[src/rtl/arb8_bus16.sv]
// arb8_bus16: 8-requester round-robin arbiter driving a shared 16-bit bus.
// Each owner keeps the bus for at most HOLD_MAX beats before the grant rotates.
// Optional feature: define ARB8_LOCK_EN so that lock[sel] keeps the current
// owner on the bus past HOLD_MAX until its req drops. When the macro is
// undefined, the lock port is present but has no effect.
module arb8_bus16 #(
    parameter int unsigned HOLD_MAX = 4
) (
    input  logic        clk,
    input  logic        rst_n,
    input  logic [7:0]  req,
    input  logic [7:0]  lock,
    input  logic [15:0] D0,
    input  logic [15:0] D1,
    input  logic [15:0] D2,
    input  logic [15:0] D3,
    input  logic [15:0] D4,
    input  logic [15:0] D5,
    input  logic [15:0] D6,
    input  logic [15:0] D7,
    input  logic        out_ready,
    output logic [15:0] OUT,
    output logic        out_valid,
    output logic [7:0]  gnt,
    output logic [2:0]  sel,
    output logic        busy
);

    localparam int unsigned NREQ = 8;
    localparam int unsigned SW   = 3;
    localparam int unsigned CW   = 4;
    localparam logic [CW-1:0] CNT_LAST = CW'(HOLD_MAX - 1);

    typedef enum logic {
        IDLE  = 1'b0,
        GRANT = 1'b1
    } state_t;

    state_t          state_q, state_d;
    logic [SW-1:0]   sel_q, sel_d;
    logic [SW-1:0]   ptr_q, ptr_d;
    logic [CW-1:0]   cnt_q, cnt_d;
    logic [NREQ-1:0] gnt_q, gnt_d;

    logic            owner_req_c;
    logic            beat_c;
    logic            hold_hit_c;
    logic            release_c;
    logic [NREQ-1:0] arb_req_c;
    logic            win_found_c;
    logic [SW-1:0]   win_idx_c;

    // Round-robin search: first set bit of r starting at index p, wrapping at 8.
    function automatic logic [SW:0] rr_pick(input logic [NREQ-1:0] r, input logic [SW-1:0] p);
        logic          found;
        logic [SW-1:0] idx;
        logic [SW-1:0] cand;
        found = 1'b0;
        idx   = '0;
        for (int i = 0; i < NREQ; i++) begin
            cand = p + SW'(i);
            if (!found && r[cand]) begin
                found = 1'b1;
                idx   = cand;
            end
        end
        return {found, idx};
    endfunction

    // 8-way 16-bit data mux shared by all requesters.
    function automatic logic [15:0] mux8_16(
        input logic [15:0] d0, input logic [15:0] d1, input logic [15:0] d2, input logic [15:0] d3,
        input logic [15:0] d4, input logic [15:0] d5, input logic [15:0] d6, input logic [15:0] d7,
        input logic [SW-1:0] s
    );
        logic [15:0] y;
        case (s)
            3'd0:    y = d0;
            3'd1:    y = d1;
            3'd2:    y = d2;
            3'd3:    y = d3;
            3'd4:    y = d4;
            3'd5:    y = d5;
            3'd6:    y = d6;
            default: y = d7;
        endcase
        return y;
    endfunction

`ifndef ARB8_LOCK_EN
    // Lock is accepted but intentionally has no effect in this build.
    logic unused_lock;
    assign unused_lock = ^lock;
`endif

    // Bus data follows the current select in every state.
    assign OUT       = mux8_16(D0, D1, D2, D3, D4, D5, D6, D7, sel_q);
    assign busy      = (state_q == GRANT);
    assign out_valid = (state_q == GRANT) && req[sel_q];
    assign gnt       = gnt_q;
    assign sel       = sel_q;

    // Beat accounting and release decision for the current owner.
    always_comb begin
        owner_req_c = req[sel_q];
        beat_c      = (state_q == GRANT) && owner_req_c && out_ready;
`ifdef ARB8_LOCK_EN
        hold_hit_c  = beat_c && (cnt_q == CNT_LAST) && !lock[sel_q];
`else
        hold_hit_c  = beat_c && (cnt_q == CNT_LAST);
`endif
        release_c   = (state_q == GRANT) && (!owner_req_c || hold_hit_c);
    end

    // Arbitration input: a releasing owner is excluded from the same-edge search.
    always_comb begin
        arb_req_c = req;
        if (release_c) begin
            arb_req_c[sel_q] = 1'b0;
        end
        {win_found_c, win_idx_c} = rr_pick(arb_req_c, ptr_q);
    end

    // Next-state and grant update.
    always_comb begin
        state_d = state_q;
        sel_d   = sel_q;
        ptr_d   = ptr_q;
        cnt_d   = cnt_q;
        gnt_d   = gnt_q;
        case (state_q)
            IDLE: begin
                if (win_found_c) begin
                    state_d = GRANT;
                    sel_d   = win_idx_c;
                    ptr_d   = win_idx_c + SW'(1);
                    cnt_d   = '0;
                    gnt_d   = NREQ'(1) << win_idx_c;
                end
            end
            GRANT: begin
                if (release_c) begin
                    if (win_found_c) begin
                        sel_d = win_idx_c;
                        ptr_d = win_idx_c + SW'(1);
                        cnt_d = '0;
                        gnt_d = NREQ'(1) << win_idx_c;
                    end else begin
                        state_d = IDLE;
                        gnt_d   = '0;
                    end
                end else if (beat_c) begin
                    // Saturate so a locked owner releases on the first beat after unlock.
                    cnt_d = (cnt_q == CNT_LAST) ? cnt_q : cnt_q + CW'(1);
                end
            end
            default: begin
                state_d = IDLE;
                gnt_d   = '0;
            end
        endcase
    end

    // State registers with asynchronous active-low reset.
    always_ff @(posedge clk or negedge rst_n) begin
        if (!rst_n) begin
            state_q <= IDLE;
            sel_q   <= '0;
            ptr_q   <= '0;
            cnt_q   <= '0;
            gnt_q   <= '0;
        end else begin
            state_q <= state_d;
            sel_q   <= sel_d;
            ptr_q   <= ptr_d;
            cnt_q   <= cnt_d;
            gnt_q   <= gnt_d;
        end
    end

endmodule
[config.mk]
export PLATFORM = sky130hd
export DESIGN_NAME = arb8_bus16
export DESIGN_NICKNAME = d
export VERILOG_FILES = /design/src/rtl/arb8_bus16.sv
export SDC_FILE = /design/constraint.sdc
export NUM_CORES = 1
export LEC_CHECK = 0
export ABC_AREA = 1
export CAP_MARGIN = 5
export CORE_ASPECT_RATIO = 1.25
export CORE_MARGIN = 3
export CORE_UTILIZATION = 34
export DETAILED_ROUTE_END_ITERATION = 10
export PLACE_DENSITY_LB_ADDON = 0.08
export REMOVE_ABC_BUFFERS = 1
export SKIP_LAST_GASP = 1
export SLEW_MARGIN = 20
export SYNTH_ARGS = -nofsm -noshare
export SYNTH_HDL_FRONTEND = slang
export SYNTH_SLANG_ARGS = --single-unit
[constraint.sdc]
create_clock -name clk -period 3.1 [get_ports clk]
set_input_delay 0.62 -clock clk [delete_from_list [all_inputs] [get_ports clk]]
set_output_delay 0.62 -clock clk [all_outputs]
set_load 0.03 [all_outputs]
Run 1, drive-strength map:
Drawn at 2 px/um.
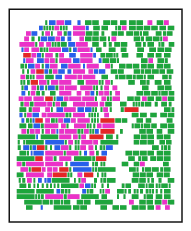
Red is x6 and larger, cells 16, share 2.4%. Green is x1 and smaller, cells 436, share 66%. Magenta is x3 and x4, cells 143, share 22%. Blue is x2, cells 69, share 10%.
final non-filler cell area: 0.00575 mm2
slack of the critical path: -0.0807 ns

Run 1, floorplan with the power grid:
Drawn at 4 px/um. Pins as bars on the die edge.
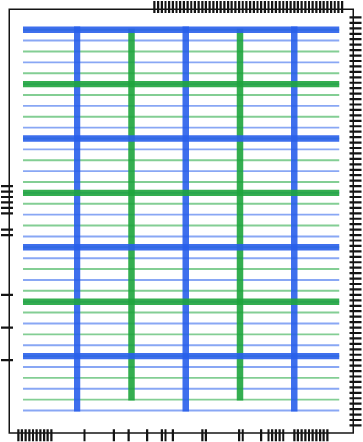
Green is VDD. Blue is VSS.
The core has 35 rows. 36 met1 rails follow the rows. 7 straps on met5.

==> notes.org, run 1 <==
#+TITLE: Synthesis and PnR summary

** Place
- Total half-perimeter wirelength after legalization and detailed placement :: between 10,000 and 15,000 um
- Count of input and output buffers :: 167

** STA
- For this run, the final setup violation count is recorded as 7.
- Relative slew slack :: 39.3%
- Final-layout worst hold slack :: 0.513 ns
- Worst setup skew after layout :: 0.00440 ns
- Final worst path period share :: 103%
- For this run, the top clock speed supported by timing is 0.314 GHz.
- Setup_tns :: -0.181 ns
- Slack of the critical path :: -0.0807 ns

** Synth
- Yosys reported a register bit count of 19.
- Top cells, area :: sky130_fd_sc_hd__dfrtp_1 (18%), sky130_fd_sc_hd__nand2_1 (16%), sky130_fd_sc_hd__nand3_1 (16%)
- Cell taking the most area after synthesis :: sky130_fd_sc_hd__dfrtp_1
- The netlist uses 34 different library cells.
- Counting flops with a built-in enable in the synthesized netlist gives 0.

** CTS
- The registers of the reported paths see a clock transition of 0.07 ns.
- Maximum buffer depth of the clock tree :: 2
- TritonCTS built the clock tree.

** Flow run
- The tool flagged a number of max-cap violations equal to 0.

** Layout
- Util after Layout :: 76.3%
- The area growth from synthesis to layout is 113%.
- Once layout is complete, the cells apart from fillers number 756.
- Among logic cells in the layout, the one with the most instances is sky130_fd_sc_hd__clkdlybuf4s50_1.

** Status
- The flow ran to the end, but the final reports show violations.
- The final reports fail on setup timing.

** Die
- The region available for standard cell placement spans 0.00753 mm2.
- Per the OpenROAD floorplan log, the width of the die is 85.7 um.

** GRT
- First-pass GRT wire length :: 20,600 um
- Summed over all layers, the global routing overflow is 0.
- The number of antenna violations at the first check in global routing was 0.

** Worst setup path
- Critical Path Max Stage Delay :: 0.21 ns
- Critical-path cell with the highest stage delay :: sky130_fd_sc_hd__o21ai_4
- Counting both buffers and inverters, the worst setup path holds a total of 5.
- Per the timing report, the most critical flop-to-flop path finishes at ptr_q[2].
- Largest fanout on the critical path :: 5
- In the setup report, the worst path falls into the class input port to flop.

** Min path
- Note that the worst hold path type here is flop to flop.
- Hold analysis lists the worst path endpoint as cnt_q[1].

** Detailed routing
- The DRC violation total left in the routed layout is recorded as 0.
- Once iteration 0 of detailed routing completed, the report listed 205 DRC markers.
Run 1, wire density map:
Drawn at 4 px/um. The die is cut into 17 by 21 equal tiles; dark purple is low, yellow is high, scaled to the fullest tile. Values are wire area over tile area, all layers added.
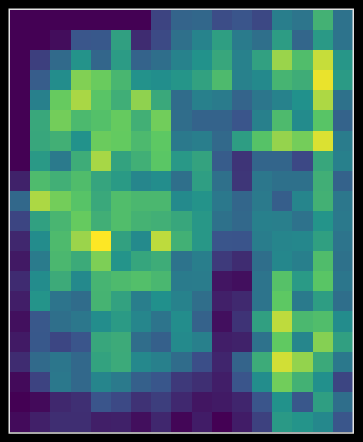
The fullest tile reaches 0.63. The mean over all tiles is 0.27. 5.0% of the tiles are nearly empty. 39% of the tiles are over half the peak.
global-route usage over all layers: 28.0%
Routed WL per cell: 19.4 um
total via count in the routed design: 4,202

run 1: cells by family after synthesis:
family	after synthesis	synth area share [%]
simple gates	264	47.4
compound gates	68	19.4
buf+inv	66	10.3
flops	19	17.6
fa+ha+maj	9	4.18
xor+xnor	3	0.975
run 1: where the power goes:
group | switching (mW) | internal, mW
registers | 0.0937 | 0.348
logic | 4.16 | 3.25
clock network | 0.0850 | 0.0894
run 1: how the worst max path moves through the flow:
stage / start / to / slack, ns / depth (start not counted)
3_5_place_dp: req[4] / ptr_q[2] / -0.58 / 23
6_report: req[2] / ptr_q[2] / -0.08 / 22
4_1_cts: req[3] / ptr_q[2] / -0.03 / 24
2_1_floorplan: sel[0] / ptr_q[2] / -0.24 / 18
5_1_grt: req[2] / ptr_q[2] / -0.23 / 22
3_3_place_gp: req[4] / ptr_q[2] / -0.54 / 23
run 1: synthesized netlist by cell type, types with 2 or more instances:
library cell,instances
sky130_fd_sc_hd__nor3_1,2
sky130_fd_sc_hd__nand2_2,5
sky130_fd_sc_hd__nand3b_1,2
sky130_fd_sc_hd__ha_1,9
sky130_fd_sc_hd__xor2_1,2
sky130_fd_sc_hd__a21oi_1,15
sky130_fd_sc_hd__inv_2,3
sky130_fd_sc_hd__o21ai_1,2
sky130_fd_sc_hd__a22o_1,21
sky130_fd_sc_hd__inv_1,44
sky130_fd_sc_hd__nand3_2,15
sky130_fd_sc_hd__nand4_1,4
sky130_fd_sc_hd__nor2_2,3
sky130_fd_sc_hd__clkbuf_1,9
sky130_fd_sc_hd__a221oi_1,22
sky130_fd_sc_hd__nor2_1,32
sky130_fd_sc_hd__dfrtp_1,19
sky130_fd_sc_hd__buf_2,3
sky130_fd_sc_hd__o21ai_0,3
sky130_fd_sc_hd__clkinv_1,3
sky130_fd_sc_hd__buf_6,3
sky130_fd_sc_hd__nand3_1,84
sky130_fd_sc_hd__nand2_1,113
run 1: stage by stage:
stage               cell area [um2]  worst slack [ns]
finish                         5750           -0.0807
global route                   5750            -0.231
CTS                            5270           -0.0290
detailed placement             4900            -0.578
global placement               4900            -0.536
floorplan                      2610            -0.235
run 1: routing by layer:
metal / share of wire, % / global-route usage, %
met5: 0 / 0
met4: 3.6 / 8.14
met3: 8.1 / 7.04
met2: 53 / 51.8
met1: 35 / 30.8
run 1: layout make-up:
| class | count | area, um2 |
|---|---|---|
| Fill cell | 531 | 1780 |
| Clock inverter | 1 | 5.00 |
| Sequential cell | 19 | 479 |
| Multi-Input combinational cell | 344 | 2610 |
| Clock buffer | 3 | 41.3 |
| Timing Repair Buffer | 246 | 2290 |
| Tap cell | 92 | 115 |
| Inverter | 51 | 206 |
run 1: registers in the layout, indices dropped and copies added, names as in the netlist:
name,count
cnt_q,4
sel,3
busy,1
gnt,8
ptr_q,3
run 1: what timing repair did:
item,CTS,global route
endpoints found under the setup margin,15,18
pin swaps,17,51
buffers inserted,5,12
gates resized,72,105
gates cloned,1,0
## Run 2: what changed since run 1
--- a/config.mk
+++ b/config.mk
@@ -14,7 +14,6 @@
 export PLACE_DENSITY_LB_ADDON = 0.08
 export REMOVE_ABC_BUFFERS = 1
 export SKIP_LAST_GASP = 1
-export SLEW_MARGIN = 20
 export SYNTH_ARGS = -nofsm -noshare
 export SYNTH_HDL_FRONTEND = slang
 export SYNTH_SLANG_ARGS = --single-unit
Run 2, cell outlines without signal wires:
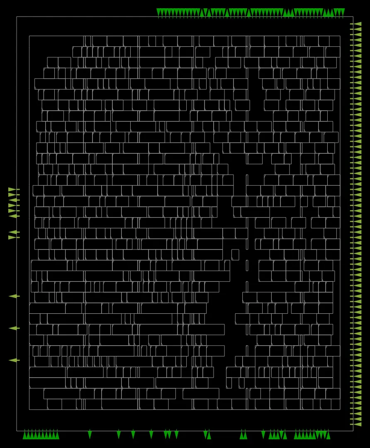
sequential fraction of total cell area: 8.34%
Fill cells: 531
non-filler instance count after layout: 756
Util after Layout: 76.3%

==> run 2 against run 1 <==
Effect of this change: total power stayed put; clock skew stayed put; critical path type unchanged; routed wire length stayed put; sequential power hardly changed; non-clock buffer count stayed put; the flow still finishes with violations (setup timing).
==> notes.org, run 2 <==
#+TITLE: Synthesis and PnR summary

** STA
- The least setup slack across all paths after layout was -0.0807 ns (unchanged).
- Worst setup skew after layout :: 0.00440 ns (unchanged)
- Final setup violation count :: 7 (unchanged)
- Fmax achieved :: 0.314 GHz (unchanged)

** CTS
- Post-CTS setup-driven buffer insertion count :: 5 (unchanged)
- Count of instances resized after the clock tree is built :: 72 (unchanged)
- Clock tree from TritonCTS :: built
- The maximum number of buffers from clock root to sink was 2 (unchanged).

** Power and ir drop
- The switching power total was 4.34 mW (unchanged).
- Part of the power in registers :: 5.5% (about the same)
- Internal power summed over all cells :: 3.69 mW (unchanged)
- The switching part of the total was 54.1% (unchanged).

** Die
- The placeable core area is 0.00753 mm2 (unchanged).

** Synth
- By count the netlist is led by sky130_fd_sc_hd__nand2_1 (113), sky130_fd_sc_hd__nand3_1 (84), sky130_fd_sc_hd__inv_1 (44), sky130_fd_sc_hd__nor2_1 (32), sky130_fd_sc_hd__a221oi_1 (22).
- Top cells, area :: sky130_fd_sc_hd__dfrtp_1 (18%), sky130_fd_sc_hd__nand2_1 (16%), sky130_fd_sc_hd__nand3_1 (16%)
- The count of flip-flops with a built-in enable after synthesis was 0 (unchanged).

** Min path
- Type of the tightest min-delay check :: flop to flop

** Flow run
- The total of max-cap violations is 0 (unchanged).

** Worst setup path
- Critical path start-end classification :: input port to flop
- The number of buffer and inverter stages on the critical path is 5 (unchanged).
- Worst setup path startpoint :: req[2]
- Looking at the reg2reg group, the worst path ends at ptr_q[2].
- Largest fanout on the critical path :: 5 (unchanged)
- Critical Path Max Stage Delay :: 0.21 ns (about the same)

** Status
- Outcome :: finished, violations left
- The final reports fail on setup timing.

** Place
- Total half-perimeter wirelength after legalization and detailed placement :: 10,100 um (unchanged)
- The count of buffers inserted at the top-level ports came to 167 (unchanged).

** Detailed routing
- The count of routing violations after the opening detailed-route iteration came to 205 (unchanged).
- Total via count in the routed design :: 4,202 (unchanged)
- Routed WL per cell :: 19.4 um (unchanged)
- The DRC violation count after routing came to 0 (unchanged).

** GRT
- Antenna violations before repair :: 0 (unchanged)
- Global-route usage over all layers :: 28.0% (unchanged)
- The first-pass GRT wire length came to 20,600 um (unchanged).
Run 2, wire density map:
Drawn at 4 px/um. The die is cut into 17 by 21 equal tiles; dark purple is low, yellow is high, scaled to the fullest tile. Values are wire area over tile area, all layers added.
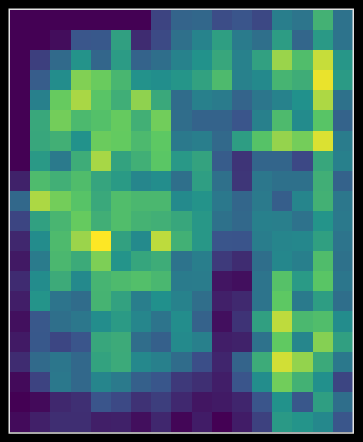
The fullest tile reaches 0.63. 39% of the tiles are over half the peak. 5.0% of the tiles are nearly empty. The mean over all tiles is 0.27.

## run 2: cell counts after synthesis
Identical to the previous run, type by type.
## run 2: cell families (layout without fill, tap and decap cells)
kind of cell,Yosys count,in the layout,share of synthesized area [%]
XOR/XNOR,3,3,0.975
flip-flops,19,19,17.6
AND/OR/NAND/NOR,264,264,47.4
AND-OR/OR-AND,68,68,19.4
buffers and inverters,66,301,10.3
adder cells (fa/ha/maj),9,9,4.18
## run 2: layout make-up
class | instances | area [um2]
Tap cell | 92 | 115
Clock inverter | 1 | 5.00
Fill cell | 531 | 1780
Sequential cell | 19 | 479
Clock buffer | 3 | 41.3
Timing Repair Buffer | 246 | 2290
Inverter | 51 | 206
Multi-Input combinational cell | 344 | 2610
## run 2: worst min path at each step
stage | depth (start not counted) | to | slack (ns)
finish | 2 | cnt_q[1] | 0.51
floorplan | 0 | busy | 0.32
global route | 2 | gnt[0] | 0.54
global placement | 2 | cnt_q[1] | 0.48
detailed placement | 2 | gnt[0] | 0.49
CTS | 2 | gnt[3] | 0.51
## run 2: power by group through the flow
stage	Sequential, mW	Clock (mW)	Combinational [mW]
2_1_floorplan	0.525	0	2.98
3_3_place_gp	0.428	0	5.39
3_5_place_dp	0.431	0	5.47
4_1_cts	0.428	0.180	6.02
5_1_grt	0.450	0.192	7.93
6_report	0.442	0.174	7.42
## run 2: worst register-to-register path: stages (launching register included)
cell,delay [ns]
sky130_fd_sc_hd__dfrtp_2,0.44
sky130_fd_sc_hd__buf_12,0.14
sky130_fd_sc_hd__nand2_2,0.05
sky130_fd_sc_hd__nand3b_1,0.14
sky130_fd_sc_hd__nand2_4,0.08
sky130_fd_sc_hd__o21ai_4,0.21
sky130_fd_sc_hd__buf_8,0.18
sky130_fd_sc_hd__nand3_4,0.12
sky130_fd_sc_hd__nand3_4,0.13
sky130_fd_sc_hd__nand3_1,0.13
sky130_fd_sc_hd__nand3_2,0.12
sky130_fd_sc_hd__nand2_4,0.08
sky130_fd_sc_hd__inv_2,0.08
sky130_fd_sc_hd__nand4_4,0.14
sky130_fd_sc_hd__nor2_4,0.19
sky130_fd_sc_hd__nand2_1,0.07
sky130_fd_sc_hd__nand3b_1,0.13
sky130_fd_sc_hd__nand2_2,0.08
sky130_fd_sc_hd__inv_2,0.11
sky130_fd_sc_hd__ha_4,0.18
sky130_fd_sc_hd__ha_4,0.20
sky130_fd_sc_hd__o21ai_2,0.10
## run 2: per-stage QoR
| step | setup TNS [ns] | setup WS [ns] | area (um2) | utilization, % | hold WS (ns) |
|---|---|---|---|---|---|
| after global placement | -6.38 | -0.536 | 4900 | 65.1 | 0.481 |
| after floorplan | -0.974 | -0.235 | 2610 | - | 0.324 |
| after detailed placement | -7.40 | -0.578 | 4900 | 65.1 | 0.492 |
| after global routing | -2.38 | -0.231 | 5750 | 76.3 | 0.539 |
| after CTS | -0.0290 | -0.0290 | 5270 | 70.0 | 0.511 |
| final | -0.181 | -0.0807 | 5750 | 76.3 | 0.513 |
## run 2: routing by layer
layer  GRT usage [%]  wire length, um  up-vias
li1                -                -     1965
met1            30.8             5150     2013
met2            51.8             7830      182
met3            7.04             1190       42
met4            8.14              522        0
met5               0                0        -
No activity file was given, so power comes from the tool's default toggle rates.
